$ cat config.mk
export PLATFORM = sky130hd
export DESIGN_NAME = prbs_checker_16
export DESIGN_NICKNAME = d
export VERILOG_FILES = /design/src/rtl/prbs_checker_16.sv
export SDC_FILE = /design/constraint.sdc
export NUM_CORES = 1
export LEC_CHECK = 0
export CAP_MARGIN = 0
export CORE_MARGIN = 2
export CORE_UTILIZATION = 59
export CTS_BUF_LIST = sky130_fd_sc_hd__clkbuf_16
export DETAILED_ROUTE_END_ITERATION = 8
export PLACE_DENSITY = 0.82
export SYNTH_ARGS = -nofsm -noshare
export SYNTH_HDL_FRONTEND = slang
export SYNTH_SLANG_ARGS = --single-unit
$ cat constraint.sdc
create_clock -name clk -period 3.8 [get_ports clk]
set_input_delay 0.76 -clock clk [delete_from_list [all_inputs] [get_ports clk]]
set_output_delay 0.76 -clock clk [all_outputs]
set_load 0.05 [all_outputs]
$ cat src/rtl/prbs_checker_16.sv
// Receive-side checker for the x^16+x^14+x^13+x^11+1 PRBS word stream.
// It locks onto the stream, then runs its own prediction and counts mismatching words.
module prbs_checker_16 #(
    parameter int LOCK_CNT   = 3,
    parameter int UNLOCK_CNT = 4,
    parameter int CNT_W      = 16
) (
    input  logic             clk,
    input  logic             reset,
    input  logic             data_valid,
    input  logic [15:0]      data_in,
    input  logic             clr_cnt,
    output logic             locked,
    output logic             err_pulse,
    output logic [CNT_W-1:0] err_cnt,
    output logic [CNT_W-1:0] word_cnt
);
    typedef enum logic {SEARCH, LOCKED} state_t;

    state_t           state_q, state_d;
    logic             have_ref_q, have_ref_d;
    logic [15:0]      ref_q, ref_d;
    logic [15:0]      exp_q, exp_d;
    logic [3:0]       match_run_q, match_run_d;
    logic [3:0]       miss_run_q, miss_run_d;
    logic             err_pulse_q, err_pulse_d;
    logic [CNT_W-1:0] err_cnt_q, err_cnt_d;
    logic [CNT_W-1:0] word_cnt_q, word_cnt_d;

    function automatic logic [15:0] nxt(input logic [15:0] w);
        return {w[14:0], w[15] ^ w[13] ^ w[12] ^ w[10]};
    endfunction

    always_comb begin
        state_d     = state_q;
        have_ref_d  = have_ref_q;
        ref_d       = ref_q;
        exp_d       = exp_q;
        match_run_d = match_run_q;
        miss_run_d  = miss_run_q;
        err_pulse_d = 1'b0;
        err_cnt_d   = err_cnt_q;
        word_cnt_d  = word_cnt_q;

        if (data_valid) begin
            case (state_q)
                SEARCH: begin
                    // An all-zero word cannot come from the generator, so it is skipped.
                    if (data_in != 16'h0000) begin
                        if (have_ref_q && (data_in == nxt(ref_q))) begin
                            match_run_d = match_run_q + 4'd1;
                            if (match_run_d == 4'(LOCK_CNT)) begin
                                state_d    = LOCKED;
                                exp_d      = nxt(data_in);
                                miss_run_d = 4'd0;
                            end
                        end else begin
                            match_run_d = 4'd0;
                        end
                        ref_d      = data_in;
                        have_ref_d = 1'b1;
                    end
                end
                LOCKED: begin
                    if (word_cnt_q != '1)
                        word_cnt_d = word_cnt_q + CNT_W'(1);
                    exp_d = nxt(exp_q);
                    if (data_in == exp_q) begin
                        miss_run_d = 4'd0;
                    end else begin
                        err_pulse_d = 1'b1;
                        if (err_cnt_q != '1)
                            err_cnt_d = err_cnt_q + CNT_W'(1);
                        miss_run_d = miss_run_q + 4'd1;
                        if (miss_run_d == 4'(UNLOCK_CNT)) begin
                            state_d     = SEARCH;
                            have_ref_d  = 1'b0;
                            match_run_d = 4'd0;
                        end
                    end
                end
                default: state_d = SEARCH;
            endcase
        end

        if (clr_cnt) begin
            err_cnt_d  = '0;
            word_cnt_d = '0;
        end
    end

    always_ff @(posedge clk) begin
        if (reset) begin
            state_q     <= SEARCH;
            have_ref_q  <= 1'b0;
            ref_q       <= 16'h0000;
            exp_q       <= 16'h0000;
            match_run_q <= 4'd0;
            miss_run_q  <= 4'd0;
            err_pulse_q <= 1'b0;
            err_cnt_q   <= '0;
            word_cnt_q  <= '0;
        end else begin
            state_q     <= state_d;
            have_ref_q  <= have_ref_d;
            ref_q       <= ref_d;
            exp_q       <= exp_d;
            match_run_q <= match_run_d;
            miss_run_q  <= miss_run_d;
            err_pulse_q <= err_pulse_d;
            err_cnt_q   <= err_cnt_d;
            word_cnt_q  <= word_cnt_d;
        end
    end

    assign locked    = (state_q == LOCKED);
    assign err_pulse = err_pulse_q;
    assign err_cnt   = err_cnt_q;
    assign word_cnt  = word_cnt_q;
endmodule

**Run 1: metal 4**

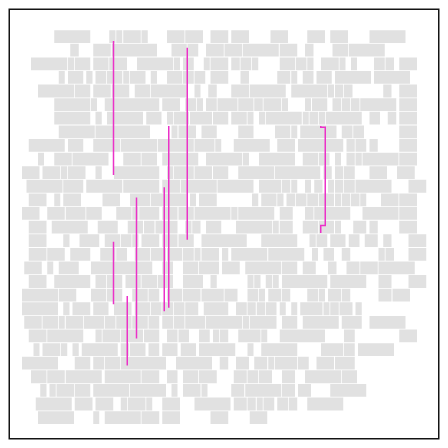
nets with wire on the layer: 7
share of all routed wire: 2.2%
wire length on this layer: 202 um
main direction: vertical
longest straight run: 38.1 um

**Run 1: congestion heat map**

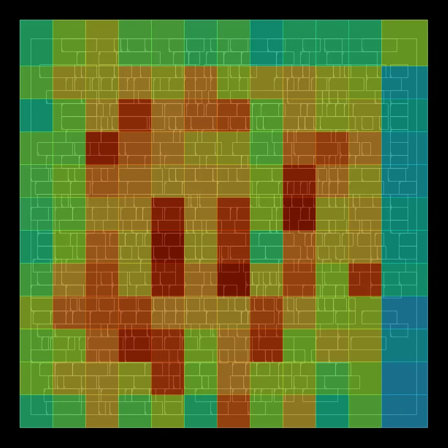
met1 Use GR: 34.29%
post-DR wirelength/cell: 16.63 um
met2 Track Usage GR: 45.24%
grt peak-use layer: met2
Total GRT Usage: 27.07%

**Run 1: ports around the boundary**

Pins as bars across the die edge, other pins in grey.
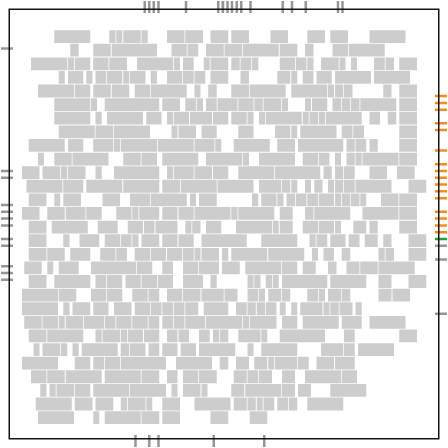
[orange] `err_cnt` | pins: 16 | direction: output | edge: east
[green] `reset` | pins: 1 | direction: input | edge: east

**Run 1: where the registers sit**

Other sequential cells in the stronger grey, the rest of the logic in the fainter grey.
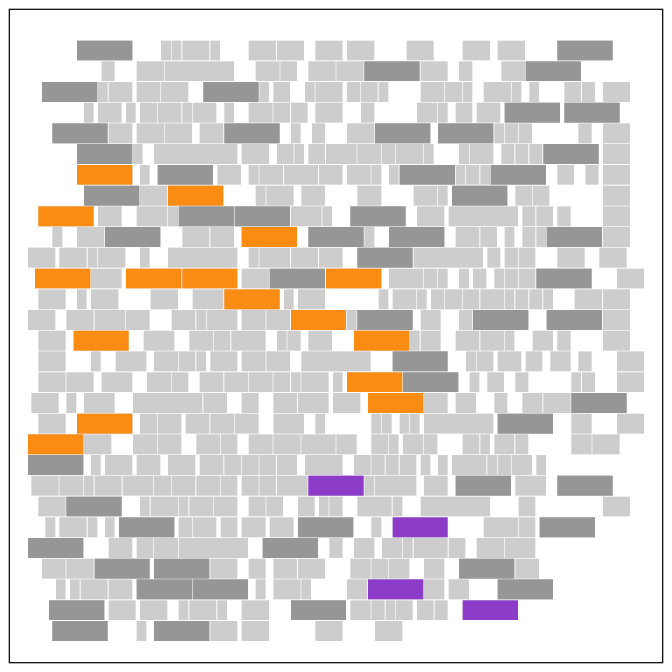
[purple] `match_run_q` | placed flops: 4 | where: south
[orange] `exp_q` | placed flops: 16
not coloured: 55
Seq/total area: 31.55%
register area: 0.001501 mm2
Seq power: 807 uW
final core occ: 74.51%

## run 1: layer usage
layer	part of all wire (%)	track usage [%]	routed length [um]
met3	4.3	5.390	401
met2	49	45.24	4575
met1	44	34.29	4133
met4	2.2	11.11	201
met5	0	0	0
## run 1: flip-flops by register name (all words and copies together) (netlist names)
register     flops
locked           1
word_cnt        16
miss_run_q       4
err_pulse        1
err_cnt         16
have_ref_q       1
exp_q           16
ref_q           16
match_run_q      4
## run 1: final cells by class
class,instances,area share (%)
clock inverters,6,1.262
clock buffers,9,4.733
multi-input cells,331,48.25
well taps,77,2.025
flip-flops and latches,75,31.55
repair buffers,57,11.78
inverters,5,0.3944
## run 1: synthesized netlist by cell type, types with 4 or more instances
library cell  number
nor3_1             5
nor3b_1            5
buf_2              5
mux2i_1           34
nand3_1           11
and3_1             4
ha_1               6
dfxtp_1           75
a21oi_1           15
nor4_1            11
nand4_1           18
or3_1             10
xnor2_1           28
nor2_1            64
nand2_1           21
mux2_2            16
o21ai_0           11
xor2_1            31
inv_1              4
clkbuf_1          10
## run 1: power groups by stage
stage               clock network, mW  logic, mW  registers (mW)
finish                          0.813      0.134           0.807
global route                    0.863      0.145           0.807
CTS                             0.821      0.134           0.806
detailed placement                  0      0.131           0.823
global placement                    0      0.128           0.823
floorplan                           0     0.0865           0.821
## run 1: tightest hold or removal path, cell delays in order, from the launching register on
cell and delay (ns):
dfxtp_1 0.33, o31ai_1 0.07, a21oi_1 0.05
## run 1: kinds of logic (layout without fill, tap and decap cells)
logic type	count (synthesis)	after routing
AND/OR/NAND/NOR	169	169
adder cells (fa/ha/maj)	6	6
AND-OR/OR-AND	47	47
buffers and inverters	25	77
multiplexers	50	50
XOR/XNOR	59	59
flip-flops	75	75
## run 1: through the flow
| stage | hold WS (ns) | cells | area [um2] |
|---|---|---|---|
| 6_report | 0.4986 | 560 | 4758 |
| 5_1_grt | 0.5157 | 560 | 4758 |
| 4_1_cts | 0.4952 | 560 | 4758 |
| 3_5_place_dp | 0.4844 | 545 | 4473 |
| 3_3_place_gp | 0.4811 | 545 | 4473 |
| 2_1_floorplan | 0.4529 | 431 | 3924 |
## run 1: path summary, 6_finish.rpt
| kind | from | end |
|---|---|---|
| worst max-delay path | data_in[10] | exp_q[7]$_SDFFE_PP0P_ |
| worst min-delay path | err_cnt[15]$_SDFFE_PP0P_ | err_cnt[15]$_SDFFE_PP0P_ |
| worst max register to register | locked$_SDFFE_PP0P_ | err_cnt[13]$_SDFFE_PP0P_ |
| worst min register to register | err_cnt[15]$_SDFFE_PP0P_ | err_cnt[15]$_SDFFE_PP0P_ |
==> Changelog: implementation, run 1 <==
### Implementation results

* Status: finished clean
* Clock network power share at 46.3%
* Ant. Diodes at 0
* RSZ-0062 raised after global routing: false
* Row Count at 29
* Crit-path leading delay family: simple AND/OR/NAND/NOR gates
* OpenROAD warnings at 28
* Static leakage at 1.823 nW
* Yosys xor share at 13.17%
* Commonest flop: dfxtp_1
* Syn nets at 457
* Flop2flop setup slack at 1.53 ns
* Setup violations, final at 0
* Vias in the first global route at 3301
* Final WS setup at 0.9550 ns
* CP Data Required Time at 4.00 ns
* Antenna violations before repair at 0
* Post-route ant nets at 0
* Routability cong. at 0.8797
* Crit path launch type: input pin
* CP max-delay cell: clkdlybuf4s50_1
* Total iterations of the first detailed-routing run at 4
* Ports at 54
* CTS Buf Count at 9
* Stages on worst setup path at 8
==> run 2, diff against run 1 <==
--- a/config.mk
+++ b/config.mk
@@ -7,10 +7,10 @@
 export LEC_CHECK = 0
 export CAP_MARGIN = 0
 export CORE_MARGIN = 2
-export CORE_UTILIZATION = 59
+export CORE_UTILIZATION = 55
 export CTS_BUF_LIST = sky130_fd_sc_hd__clkbuf_16
 export DETAILED_ROUTE_END_ITERATION = 8
-export PLACE_DENSITY = 0.82
+export PLACE_DENSITY = 0.77
 export SYNTH_ARGS = -nofsm -noshare
 export SYNTH_HDL_FRONTEND = slang
 export SYNTH_SLANG_ARGS = --single-unit
==> constraint.sdc (replaced) <==
create_clock -name clk -period 2.8 [get_ports clk]
set_input_delay 0.56 -clock clk [delete_from_list [all_inputs] [get_ports clk]]
set_output_delay 0.56 -clock clk [all_outputs]
set_load 0.05 [all_outputs]
==> run 2 against run 1 <==
Area after synthesis is the same; register-to-register slack lost 0.97 ns; setup slack lost 0.70 ns; sequential share of layout area shrank 1.4 points; first-iteration DRC count shrank 24%; design area grew 4.8%; global-route usage shrank 1.9 points; final cell count grew 6.3%.
==> Changelog: implementation, run 2 <==
### Implementation results

* CTS Hold Buffers Added at 0 (unchanged)
* Routability cong. at 0.8816 (was 0.8797)
* Commonest flop: dfxtp_1 (unchanged)
* Placed Area at 0.004647 mm2 (was 0.004473 mm2)
* Static leakage at 1.922 nW (was 1.823 nW)
* Most common cell in the netlist: dfxtp_1 (unchanged)
* Ant. Diodes at 0 (unchanged)
* Antenna violations before repair at 0 (unchanged)
* Final instance area at 0.004987 mm2 (was 0.004758 mm2)
* Post-route ant nets at 0 (unchanged)
* Ports at 54 (unchanged)
* Sequential share of the synthesized area at 38.27% (unchanged)
* Register area at 0.001501 mm2 (unchanged)
* Mapped cell area at 0.003924 mm2 (unchanged)
* Area used by multi-input combinational logic at 0.002296 mm2 (unchanged)
* CP Data Required Time at 3.01 ns (was 4.00 ns)
* Setup violations, final at 0 (unchanged)
* Cells after DPL at 579 (was 545)
* Vias in the first global route at 3256 (was 3301)
* Final Skew at 0.004927 ns (was 0.007712 ns)
* Met3 Wirelength at 377 um (was 401 um)
* Syn nets at 457 (unchanged)
* Max Freq at 392.3 MHz
* CTS Buf Count at 9 (unchanged)
* Non-Filler Instances at 595 (was 560)
* Core area at 0.006832 mm2 (was 0.006386 mm2)
* Top cells by count, synth: dfxtp_1 (75), nor2_1 (64), mux2i_1 (34) (unchanged)
* VDD IR max at 0.3523 mV (was 0.2640 mV)
* Crit path launch type: input pin (unchanged)
* Via/cell ratio at 5.635 (was 5.934)
* Total iterations of the first detailed-routing run at 4 (unchanged)
* Top Metal Used: met4 (unchanged)
* EDFF count, synth at 0 (unchanged)
* Status: finished clean (unchanged)
* Row Count at 30 (was 29)
* Metal2 WL at 4691 um (was 4575 um)
* Yosys xor share at 13.17% (unchanged)
* OpenROAD warnings at 28 (unchanged)
* Met1 WL at 4290 um (was 4133 um)
## run 2: netlist changes by cell type in the layout (fill, tap and decap cells not counted)
cell and delta:
buf_4 +12, inv_6 +1, inv_1 -2, bufinv_16 +2
buf_12 +3, clkinv_4 -2, clkinv_1 +1, clkinvlp_4 +1
## run 2: critical path: stages
cell,delay [ns]
clkdlybuf4s50_1,0.53
buf_4,0.20
nor4_1,0.26
nand4_1,0.20
nor4b_2,0.22
a31oi_2,0.28
buf_12,0.22
mux2i_1,0.23
nor2_1,0.06
## run 2: report_power, final
group / internal [mW] / switching, mW / total (mW)
logic: 0.0952 / 0.100 / 0.196
clock network: 0.869 / 0.454 / 1.32
registers: 1.08 / 0.0121 / 1.09
total: 2.05 / 0.567 / 2.61
## run 2: cell families (layout without fill, tap and decap cells)
kind of cell             Yosys count  in the layout
AND/OR/NAND/NOR                  169            169
adder cells (fa/ha/maj)            6              6
multiplexers                      50             50
flip-flops                        75             75
AND-OR/OR-AND                     47             47
XOR/XNOR                          59             59
buffers and inverters             25             93
## run 2: final timing paths
check	from	endpoint	slack, ns	cells past startpoint
max	data_in[15]	exp_q[8]$_SDFFE_PP0P_	0.25	9
min	exp_q[0]$_SDFFE_PP0P_	exp_q[0]$_SDFFE_PP0P_	0.48	2
max reg2reg	err_cnt[0]$_SDFFE_PP0P_	err_cnt[13]$_SDFFE_PP0P_	0.56	8
min reg2reg	exp_q[0]$_SDFFE_PP0P_	exp_q[0]$_SDFFE_PP0P_	0.48	2
## run 2: metrics by stage
stage / hold slack [ns] / utilization, % / worst slack (ns) / power, mW / TNS, ns
detailed placement: 0.4796 / 68.02 / -0.03048 / 1.308 / -0.2062
floorplan: 0.4529 / - / 0.7224 / 1.232 / 0
global route: 0.5063 / 73.00 / 0.09423 / 2.689 / 0
finish: 0.4845 / 73.00 / 0.2509 / 2.613 / 0
CTS: 0.4879 / 73.00 / 0.2253 / 2.625 / 0
global placement: 0.4695 / 68.02 / 0.06342 / 1.305 / 0
## run 2: metal layers
metal	track usage, %	vias to the layer above
met5	0	-
met4	6.198	0
met3	3.638	6
met2	43.61	74
met1	33.18	1613
li1	-	1660
## run 2: layout make-up
cell class	count	share of cell area, %
clock inverter	7	2.308
sequential	75	30.11
timing repair buffer	72	14.25
tap	96	2.408
clock buffer	9	4.516
multi-input combinational	331	46.04
inverter	5	0.3763
**Run 2: where the registers sit**

Other sequential cells in the stronger grey, the rest of the logic in the fainter grey.
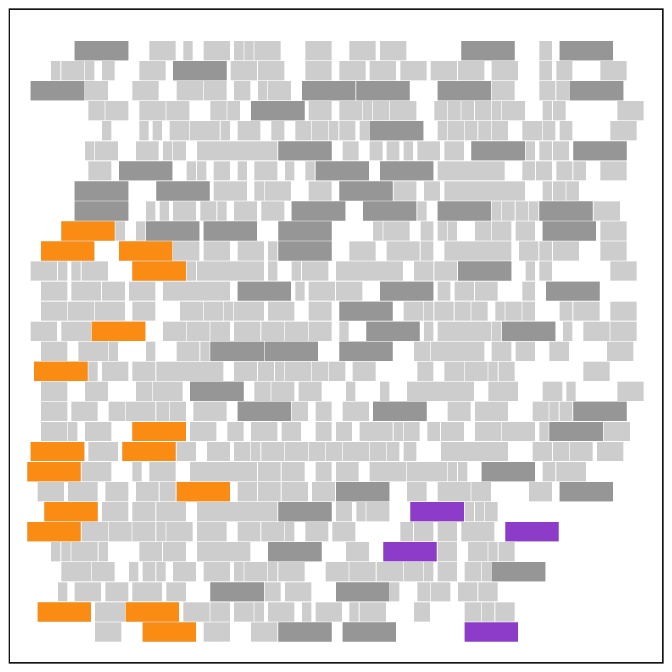
[purple] `match_run_q` | placed flops: 4
[orange] `exp_q` | placed flops: 16
not coloured: 55

**Run 2: congestion heat map**

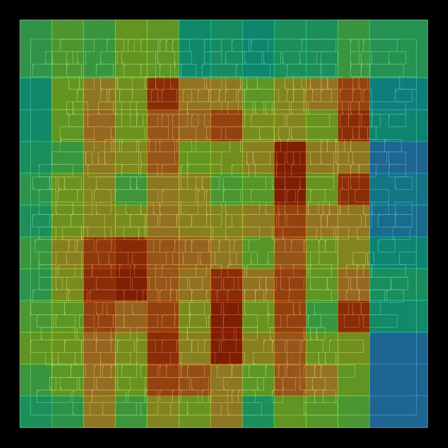
Total GRT Usage: 25.17%
met1 Use GR: 33.18%

**Run 2: metal layers overlaid**

The bar under the picture is 20 um long.
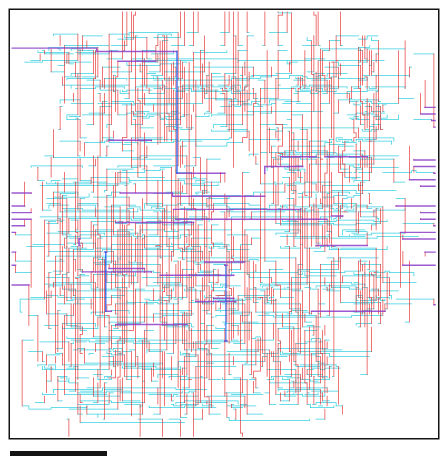
[blue] M4 | wire length: 53.0 um
[purple] M3 | wire length: 377 um
[red] M2 | wire length: 4690 um
[cyan] M1 | wire length: 4290 um
Vias: 3353
final WL: 9412 um
post-DR wirelength/cell: 15.82 um

Power figures rest on the tool's default switching activity, not on a simulated workload.
